### src/rtl/ncl_pkg.sv
// Shared types and constants for the NCL 3x3 multiplier host bridge.
package ncl_pkg;

    typedef struct packed {
        logic rail1;
        logic rail0;
    } dual_rail_logic;

    typedef enum logic [1:0] {
        S_IDLE,
        S_DATA,
        S_NULL,
        S_ERR
    } bridge_state_e;

    localparam logic [1:0] ERR_NONE         = 2'b00;
    localparam logic [1:0] ERR_DATA_TIMEOUT = 2'b01;
    localparam logic [1:0] ERR_NULL_TIMEOUT = 2'b10;
    localparam logic [1:0] ERR_ILLEGAL      = 2'b11;

endpackage

### src/rtl/ncl_sync.sv
// Single-bit synchronizer: STAGES-deep flop chain, cleared by reset.
module ncl_sync #(
    parameter int STAGES = 2
) (
    input  logic clk,
    input  logic rst,
    input  logic d,
    output logic q
);

    logic [STAGES-1:0] chain_reg;

    always_ff @(posedge clk or posedge rst) begin
        if (rst) begin
            chain_reg <= '0;
        end else begin
            chain_reg <= {chain_reg[STAGES-2:0], d};
        end
    end

    assign q = chain_reg[STAGES-1];

endmodule

### src/rtl/ncl_mult3_host_bridge.sv
// Binary valid/ready <-> dual-rail NCL bridge around a 3x3 NCL multiplier,
// with watchdog, illegal-code trap and completed-transaction counter.
module ncl_mult3_host_bridge
    import ncl_pkg::*;
#(
    parameter int SYNC_STAGES    = 2,
    parameter int TIMEOUT_CYCLES = 1024,
    parameter int CNT_W          = 16
) (
    input  logic             clk,
    input  logic             rst,
    input  logic             in_valid,
    output logic             in_ready,
    input  logic [2:0]       in_a,
    input  logic [2:0]       in_b,
    output logic [2:0]       mult_a_rail1,
    output logic [2:0]       mult_a_rail0,
    output logic [2:0]       mult_b_rail1,
    output logic [2:0]       mult_b_rail0,
    output logic             mult_ki,
    input  logic             mult_ko,
    input  logic [5:0]       prod_rail1,
    input  logic [5:0]       prod_rail0,
    output logic             out_valid,
    input  logic             out_ready,
    output logic [5:0]       out_p,
    output logic             err,
    output logic [1:0]       err_code,
    output logic [CNT_W-1:0] txn_count
);

    localparam int WD_W = $clog2(TIMEOUT_CYCLES + 1);
    localparam logic [WD_W-1:0] WD_LAST = WD_W'(TIMEOUT_CYCLES - 1);

    logic                 ko_s;
    logic [5:0]           r1_s, r0_s;
    dual_rail_logic [5:0] prod_s;
    logic [5:0]           bit_valid, bit_both, bit_any, p_bin;
    logic [5:0]           both_prev_reg;
    logic                 prod_complete, prod_null, illegal;

    ncl_sync #(.STAGES(SYNC_STAGES)) u_sync_ko (
        .clk(clk), .rst(rst), .d(mult_ko), .q(ko_s)
    );

    genvar gi;
    generate
        for (gi = 0; gi < 6; gi++) begin : g_prod
            ncl_sync #(.STAGES(SYNC_STAGES)) u_sync_r1 (
                .clk(clk), .rst(rst), .d(prod_rail1[gi]), .q(r1_s[gi])
            );
            ncl_sync #(.STAGES(SYNC_STAGES)) u_sync_r0 (
                .clk(clk), .rst(rst), .d(prod_rail0[gi]), .q(r0_s[gi])
            );
            assign prod_s[gi]    = {r1_s[gi], r0_s[gi]};
            assign bit_valid[gi] = prod_s[gi].rail1 ^ prod_s[gi].rail0;
            assign bit_both[gi]  = prod_s[gi].rail1 & prod_s[gi].rail0;
            assign bit_any[gi]   = prod_s[gi].rail1 | prod_s[gi].rail0;
            assign p_bin[gi]     = prod_s[gi].rail1;
        end
    endgenerate

    // A single both-high sample is tolerated as a synchronizer glitch.
    assign prod_complete = &bit_valid;
    assign prod_null     = ~|bit_any;
    assign illegal       = |(bit_both & both_prev_reg);

    bridge_state_e    state_reg, state_next;
    logic [WD_W-1:0]  wd_reg, wd_next;
    logic [2:0]       a_reg, a_next, b_reg, b_next;
    logic [2:0]       a1_next, a0_next, b1_next, b0_next;
    logic             ki_next, in_ready_next, out_valid_next, err_next;
    logic [1:0]       err_code_next;
    logic [5:0]       out_p_next;
    logic [CNT_W-1:0] txn_count_next;
    logic             accept, capture, retire;

    always_comb begin
        state_next    = state_reg;
        err_code_next = err_code;
        accept        = 1'b0;
        capture       = 1'b0;
        retire        = 1'b0;
        case (state_reg)
            S_IDLE: begin
                if (in_valid && in_ready) begin
                    accept     = 1'b1;
                    state_next = S_DATA;
                end
            end
            S_DATA: begin
                if (prod_complete && !ko_s) begin
                    capture    = 1'b1;
                    state_next = S_NULL;
                end else if (wd_reg == WD_LAST) begin
                    state_next    = S_ERR;
                    err_code_next = ERR_DATA_TIMEOUT;
                end
            end
            S_NULL: begin
                if (prod_null && ko_s) begin
                    retire     = 1'b1;
                    state_next = S_IDLE;
                end else if (wd_reg == WD_LAST) begin
                    state_next    = S_ERR;
                    err_code_next = ERR_NULL_TIMEOUT;
                end
            end
            default: ;
        endcase
        // Illegal codes override any handshake progress made this cycle.
        if (illegal && state_reg != S_ERR) begin
            accept        = 1'b0;
            capture       = 1'b0;
            retire        = 1'b0;
            state_next    = S_ERR;
            err_code_next = ERR_ILLEGAL;
        end

        err_next = err | (state_next == S_ERR);
        if (state_next != state_reg) begin
            wd_next = '0;
        end else if (state_reg == S_DATA || state_reg == S_NULL) begin
            wd_next = wd_reg + 1'b1;
        end else begin
            wd_next = wd_reg;
        end

        a_next         = accept ? in_a : a_reg;
        b_next         = accept ? in_b : b_reg;
        a1_next        = (state_next == S_DATA) ? a_next : 3'b000;
        a0_next        = (state_next == S_DATA) ? ~a_next : 3'b000;
        b1_next        = (state_next == S_DATA) ? b_next : 3'b000;
        b0_next        = (state_next == S_DATA) ? ~b_next : 3'b000;
        ki_next        = (state_next == S_IDLE) || (state_next == S_DATA);
        out_p_next     = capture ? p_bin : out_p;
        out_valid_next = capture ? 1'b1 : (out_valid && !out_ready);
        txn_count_next = retire ? txn_count + 1'b1 : txn_count;
        in_ready_next  = (state_next == S_IDLE) && ko_s && !out_valid_next && !err_next;
    end

    always_ff @(posedge clk or posedge rst) begin
        if (rst) begin
            state_reg     <= S_IDLE;
            wd_reg        <= '0;
            a_reg         <= '0;
            b_reg         <= '0;
            both_prev_reg <= '0;
            mult_a_rail1  <= '0;
            mult_a_rail0  <= '0;
            mult_b_rail1  <= '0;
            mult_b_rail0  <= '0;
            mult_ki       <= 1'b1;
            in_ready      <= 1'b0;
            out_valid     <= 1'b0;
            out_p         <= '0;
            err           <= 1'b0;
            err_code      <= ERR_NONE;
            txn_count     <= '0;
        end else begin
            state_reg     <= state_next;
            wd_reg        <= wd_next;
            a_reg         <= a_next;
            b_reg         <= b_next;
            both_prev_reg <= bit_both;
            mult_a_rail1  <= a1_next;
            mult_a_rail0  <= a0_next;
            mult_b_rail1  <= b1_next;
            mult_b_rail0  <= b0_next;
            mult_ki       <= ki_next;
            in_ready      <= in_ready_next;
            out_valid     <= out_valid_next;
            out_p         <= out_p_next;
            err           <= err_next;
            err_code      <= err_code_next;
            txn_count     <= txn_count_next;
        end
    end

endmodule

### config.mk
export PLATFORM = sky130hd
export DESIGN_NAME = ncl_mult3_host_bridge
export DESIGN_NICKNAME = d
export VERILOG_FILES = /design/src/rtl/ncl_pkg.sv /design/src/rtl/ncl_sync.sv /design/src/rtl/ncl_mult3_host_bridge.sv
export SDC_FILE = /design/constraint.sdc
export NUM_CORES = 1
export LEC_CHECK = 0
export CAP_MARGIN = 25
export CELL_PAD_IN_SITES_DETAIL_PLACEMENT = 0
export CELL_PAD_IN_SITES_GLOBAL_PLACEMENT = 1
export CORE_ASPECT_RATIO = 0.75
export CORE_MARGIN = 8
export CORE_UTILIZATION = 40
export DETAILED_ROUTE_END_ITERATION = 16
export PLACE_DENSITY_LB_ADDON = 0.1
export SYNTH_ARGS = -nofsm -noshare
export SYNTH_HDL_FRONTEND = slang
export SYNTH_SLANG_ARGS = --single-unit
### constraint.sdc
create_clock -name clk -period 3.2 [get_ports clk]
set_input_delay 0.48 -clock clk [delete_from_list [all_inputs] [get_ports clk]]
set_output_delay 0.48 -clock clk [all_outputs]
set_load 0.02 [all_outputs]
==> flow_summary.json <==
{
  "peakVddDrop_uv": 347,
  "swShare": 0.205,
  "clockBufferDepth": 2,
  "fin_skew_ns": 0.00822,
  "die_h_um": 99.4,
  "clkPwrFrac": 0.463,
  "crit_fanout": 12,
  "fp_util": 0.410,
  "fin_tns_setup_ns": 0,
  "slew_headroom": 0.560,
  "yosysChipArea_um2": 3710,
  "drv_slew": 0,
  "antenna_found_initial": 0,
  "power_switching_uw": 479,
  "routed_wl_um": 7250,
  "syn_area_um2": 3710,
  "warnings": 35,
  "leakagePower_uw": 0.00218,
  "grt_usage": 0.123,
  "ys_cells": 292,
  "aoi_share": 0.0560,
  "dp_hpwl_um": 5320,
  "dr_wl_met3_um": 419,
  "period_used_share": 0.776,
  "ioPinCount": 63,
  "cts_hold_buffers": 0,
  "fp_nets": 333,
  "insertion_delay_ns": 0.34,
  "seq_power_share": 0.504,
  "htreeDepth": 3,
  "grt_max_degree": 38,
  "max_freq_mhz": 403,
  "diodes": 0,
  "top_area_cell": "dfrtp_1",
  "cts-root-buf": "clkbuf_16",
  "nNetsFinal": 406,
  "topCellsByArea": "dfrtp_1 (61%), ha_1 (6.1%), mux2_2 (3.9%)",
  "outcome": "finished clean",
  "tightestPinTransition_ns": 0.659,
  "holdPathStages": 0,
  "grt_pass1_wl_um": 12200,
  "wl_met1_um": 3530,
  "die-area_um2": 12600,
  "p_int_uw": 1860,
  "arrival_ns": 2.73,
  "cts.clk_slew.worst_paths_ns": 0.06,
  "yosys_warnings": 0,
  "cts_made_buffers": 9,
  "drt-wirelength-per-cell_um": 14.6
}
==> kinds of logic (layout without fill, tap and decap cells) <==
family	count (synthesis)	in the layout
AND/OR/NAND/NOR	94	94
multiplexers	14	14
buffers and inverters	23	101
flip-flops	91	91
adder cells (fa/ha/maj)	18	18
AND-OR/OR-AND	27	27
XOR/XNOR	25	25
==> final cells by class <==
cell class	count	area, µm²	area share
tap	128	160	0.0332
timing repair buffer	66	663	0.138
clock inverter	4	56.3	0.0117
clock buffer	12	256	0.0532
multi-input combinational	178	1330	0.276
sequential	91	2280	0.473
inverter	19	72.6	0.0151
==> path summary, 6_finish.rpt <==
check	endpoint	start
max in group asynchronous	wd_reg[7]$_DFFE_PP0P_	rst
min in group asynchronous	mult_a_rail0[0]$_DFF_PP0_	rst
setup / recovery	mult_a_rail1[0]$_DFF_PP0_	state_reg[1]$_DFF_PP0_
setup reg to reg	mult_a_rail1[0]$_DFF_PP0_	state_reg[1]$_DFF_PP0_
hold / removal	g_prod[1].u_sync_r0.chain_reg[1]$_DFF_PP0_	g_prod[1].u_sync_r0.chain_reg[0]$_DFF_PP0_
hold reg to reg	g_prod[1].u_sync_r0.chain_reg[1]$_DFF_PP0_	g_prod[1].u_sync_r0.chain_reg[0]$_DFF_PP0_
==> critical path: stages, from the launching register on <==
cell and delay [ns]:
dfrtp_1 0.48, inv_1 0.12, ha_1 0.25, nand4_1 0.22, nor3_1 0.08, o32ai_1 0.42
nand4_1 0.52, nor2b_1 0.29
==> synth_stat cells (2+ instances only) <==
| master | instances |
|---|---|
| a21oi_1 | 4 |
| dfrtp_1 | 90 |
| a22oi_1 | 3 |
| nor2b_1 | 7 |
| nor2_1 | 17 |
| inv_1 | 19 |
| a21o_1 | 3 |
| nor4_1 | 2 |
| nand3_1 | 13 |
| o21ai_0 | 3 |
| nand4b_1 | 2 |
| mux2_2 | 13 |
| ha_1 | 18 |
| and4_1 | 3 |
| xor2_1 | 11 |
| and3_1 | 7 |
| a31oi_1 | 2 |
| o31ai_1 | 2 |
| xnor2_1 | 14 |
| nor3_1 | 14 |
| buf_2 | 2 |
| and2_1 | 2 |
| nand2_1 | 12 |
| nand4_1 | 9 |
==> metrics by stage <==
stage          power, µW  std cells   util  setup slack (ns)
4_1_cts             2380        498  0.533             0.750
3_5_place_dp        1280        482  0.498             0.744
5_1_grt             2440        498  0.533             0.540
6_report            2340        498  0.533             0.717
3_3_place_gp        1280        482  0.498             0.799
2_1_floorplan       1240        292      -             0.358
==> metal layers <==
| metal | GRT usage | vias to the layer above |
|---|---|---|
| met5 | 0 | - |
| met4 | 0.0465 | 0 |
| met3 | 0.0454 | 7 |
| met2 | 0.177 | 51 |
| met1 | 0.164 | 1117 |
| li1 | - | 1164 |
==> power by group through the flow <==
stage / logic [µW] / clock network (µW) / registers (µW)
after detailed placement: 81.8 / 0 / 1200
final: 79.1 / 1080 / 1180
after global placement: 81.2 / 0 / 1200
after floorplan: 37.9 / 0 / 1200
after CTS: 81.8 / 1120 / 1180
after global routing: 92.0 / 1160 / 1180
### A small window of the routed layout

Scale bar: 20 µm. Window x 7 to 57, y 0 to 50 µm. Cells in gray, sequential cells in the stronger gray; small squares are vias.
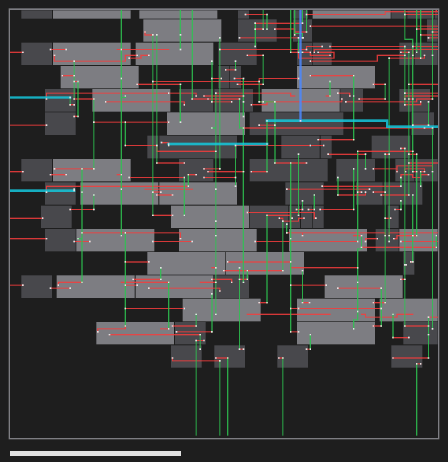
met4: shown in blue. met3: shown in cyan. met2: shown in green. met1: shown in red.
75 logic cells have their middle in the window. Most frequent: dfrtp_1 (25), clkdlybuf4s50_1 (13), ha_1 (9). Sequential cells in the window: 25. Netlist names of flops here include g_prod.u_sync_r0.chain_reg (8), g_prod.u_sync_r1.chain_reg (8), out_p (4).

### Signal metal coverage by tile

Scale bar: 50 µm. 25 x 20 tiles, from black (low) to pale yellow (high), scaled to the fullest tile. Values are wire area over tile area, all layers added.
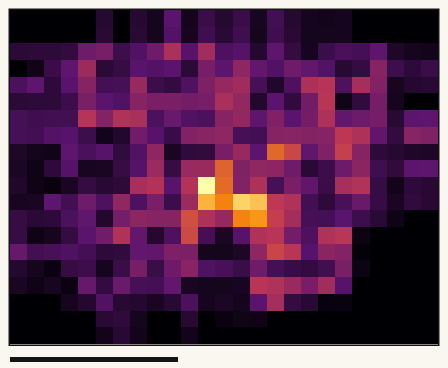
3.2% of the tiles are over half the peak. The emptiest ninth of the die: lower right. The densest ninth of the die: center. 18% of the tiles are nearly empty.

### Placement by cell class

Fill, decap, tap and diode cells in gray.
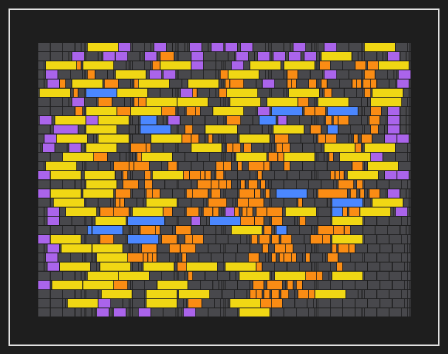
all other logic: shown in orange, cells 197, share of their area 30%. flops: shown in yellow, cells 91, share of their area 49%. other buffers and delay cells: shown in purple, cells 66, share of their area 14%. clock drivers and dummy loads: shown in blue, cells 16, share of their area 6.7%.
Core Rows: 30
flop share of the area: 0.473
finished layout cell area: 4820 µm²
Core ar.: 9050 µm²
Final Util: 0.533

### Placed standard cells

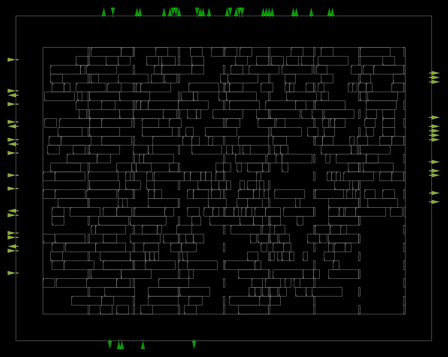
Layout Cells excl Fill: 498
filler cell count: 780
Flops: 91

### Sequential cells grouped by signal name

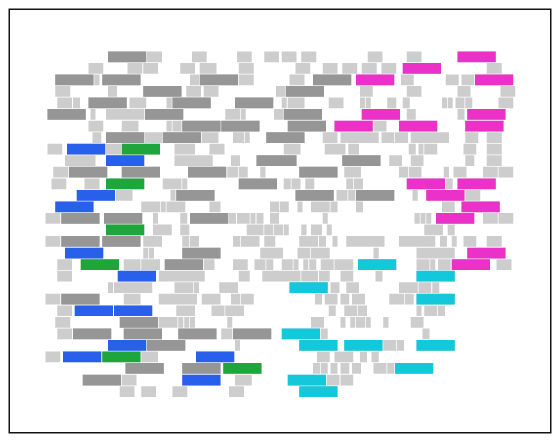
txn_count: shown in magenta, placed flops 16. g_prod.u_sync_r1.chain_reg: shown in blue, placed flops 12. wd_reg: shown in cyan, placed flops 11. out_p: shown in green, placed flops 6.

Power and IR drop assume default switching activity.
